==> config.mk <==
export PLATFORM = sky130hd
export DESIGN_NAME = note_window_loader
export DESIGN_NICKNAME = d
export VERILOG_FILES = /design/src/rtl/note_window_loader_pkg.sv /design/src/rtl/note_window_loader_free_slot_finder.sv /design/src/rtl/note_window_loader.sv
export SDC_FILE = /design/constraint.sdc
export NUM_CORES = 1
export LEC_CHECK = 0
export CAP_MARGIN = 10
export CORE_MARGIN = 1.5
export CORE_UTILIZATION = 49
export DETAILED_ROUTE_END_ITERATION = 8
export GPL_ROUTABILITY_DRIVEN = 1
export GPL_TIMING_DRIVEN = 0
export HOLD_SLACK_MARGIN = 0.05
export MAX_ROUTING_LAYER = met4
export PLACE_DENSITY = 0.8
export SYNTH_ARGS = -nofsm -noshare
export SYNTH_HDL_FRONTEND = slang
export SYNTH_SLANG_ARGS = --single-unit
==> constraint.sdc <==
create_clock -name i_clk -period 7.3 [get_ports i_clk]
set_clock_uncertainty 0.1 [all_clocks]
set_input_delay 1.095 -clock i_clk [delete_from_list [all_inputs] [get_ports i_clk]]
set_output_delay 1.095 -clock i_clk [all_outputs]
set_load 0.005 [all_outputs]
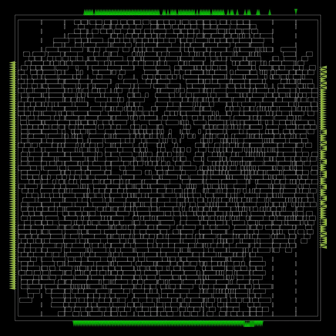
(cell outlines without signal wires)
Rows: 65
flip-flops: 377
utilization after layout: 68.3%
final-layout fill cell count: 2379

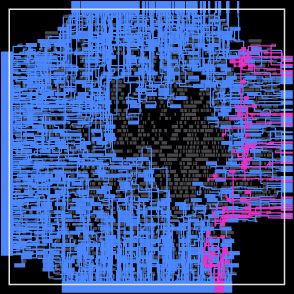
(port wiring)
(1.5 px per um)
Key: magenta = i_rom_data [bits 22, direction input, end cells 60, wire 1220 um]; blue = o_notes [bits 352, direction output, end cells 352, wire 20.7 mm]
I/O pin cnt: 396
number of buffers added on ports: 395

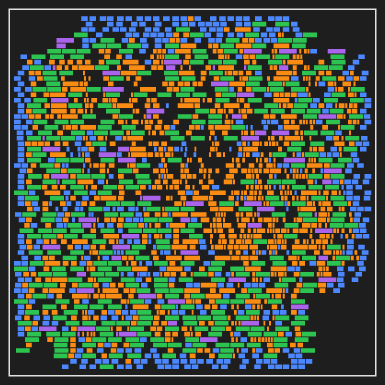
(cells colored by class)
(2 px per um)
Key: blue = other buffers and delay cells [cells 509]; purple = clock drivers and dummy loads [cells 67]; green = flip-flops [cells 377]; orange = all other logic [cells 955]
register share of the cell area: 34.9%
design area: 21600 um2
core area: 31600 um2

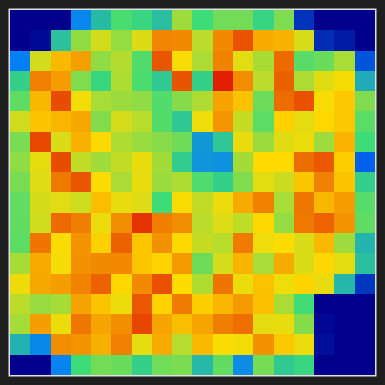
(placement density heat map)
(2 px per um) 18 x 18 tiles, from dark blue (low) to red (high), 0 to 100% covered.
36% of the tiles are over 75% full. The fullest tile reaches 97%. 6.8% of the tiles are nearly empty.
initial cell density of the core: 49.9%

==> run notes <==
Latest figures from synthesis and place and route.

STA classifies the critical path startpoint as a register. STA lists the maximum fanout along the critical path as 10. Post-route period utilization is reported as between 90% and 100%. Per report_power, the Clock row totals 2020 uW. The overall die area is between 30000 and 40000 um2.

At the later pin of the worst-skew pair, clock insertion delay measures 0.55 ns. The static leakage power is 0.00793 uW. The critical path is of the reg -> reg type.

The endpoint type of the worst setup path is a register. The maximum number of pins on one net before global-route repair is 14. The top cell type in the final layout, fill and taps aside, is sky130_fd_sc_hd__clkdlybuf4s50_1. CTS saw 377 sinks. The met2 routed wirelength is 29.1 mm. Among all cell types in the netlist, the one instantiated most often is sky130_fd_sc_hd__dfxtp_1. The layout report gives the multi-input gate share of total cell area as about a third.

The max-cap violation count is 0. After synthesis, the most frequently instantiated cells are 377 x sky130_fd_sc_hd__dfxtp_1, 293 x sky130_fd_sc_hd__a22o_1, 126 x sky130_fd_sc_hd__nand2_1, 97 x sky130_fd_sc_hd__nor2_1, 72 x sky130_fd_sc_hd__mux4_2. The final setup violation count is 0. VDD sags by at most 0.168 mV. The switching power of the nets is 975 uW. The clock root buffer master is sky130_fd_sc_hd__clkbuf_16. The DRC marker count from the first detailed-route iteration is 1876. The slack of the worst reg-to-reg path is about 0.13 ns.

The count of clock buffers in the final design is 59. Summed over all nets, wire length on met3 after detailed routing comes to 7.54 mm. The clock network is responsible for 47.2% of the overall power. The most used routing layer is met2. The run finished with clean final reports. In this run, power in combinational logic comes to 192 uW. For this run, the register share of the synthesized area comes to 47.8%.
## kinds of logic after synthesis
| kind of cell | Yosys count | synth area share (%) |
|---|---|---|
| fa+ha+maj | 34 | 2.74 |
| buf+inv | 134 | 4.26 |
| simple gates | 345 | 10.4 |
| flops | 377 | 47.8 |
| compound gates | 458 | 23.2 |
| xor+xnor | 22 | 1.22 |
| mux | 74 | 10.4 |
## critical path: stages (launching register included)
cell and delay [ns]:
sky130_fd_sc_hd__dfxtp_1 0.51, sky130_fd_sc_hd__buf_4 0.32, sky130_fd_sc_hd__buf_6 0.27, sky130_fd_sc_hd__buf_2 0.30, sky130_fd_sc_hd__buf_8 0.21, sky130_fd_sc_hd__clkbuf_4 0.31, sky130_fd_sc_hd__mux4_2 0.39, sky130_fd_sc_hd__mux4_2 0.47
sky130_fd_sc_hd__ha_1 0.23, sky130_fd_sc_hd__inv_1 0.08, sky130_fd_sc_hd__fa_1 0.21, sky130_fd_sc_hd__inv_1 0.06, sky130_fd_sc_hd__a21oi_1 0.11, sky130_fd_sc_hd__o21ai_0 0.13, sky130_fd_sc_hd__a21oi_1 0.17, sky130_fd_sc_hd__o21bai_1 0.10
sky130_fd_sc_hd__xor2_1 0.16, sky130_fd_sc_hd__ha_1 0.22, sky130_fd_sc_hd__a2111oi_1 0.48, sky130_fd_sc_hd__o21ai_1 0.13, sky130_fd_sc_hd__a221o_1 0.35, sky130_fd_sc_hd__a221o_1 0.40, sky130_fd_sc_hd__o31a_2 0.16, sky130_fd_sc_hd__buf_6 0.16
sky130_fd_sc_hd__nor2_1 0.28, sky130_fd_sc_hd__buf_4 0.28, sky130_fd_sc_hd__buf_2 0.32, sky130_fd_sc_hd__a22o_1 0.18
## timing repair
item	in CTS	in global routing
resized	12	11
setup endpoints to repair	352	307
pin swaps	0	1
buffers inserted	0	1
Power and IR drop assume default switching activity.
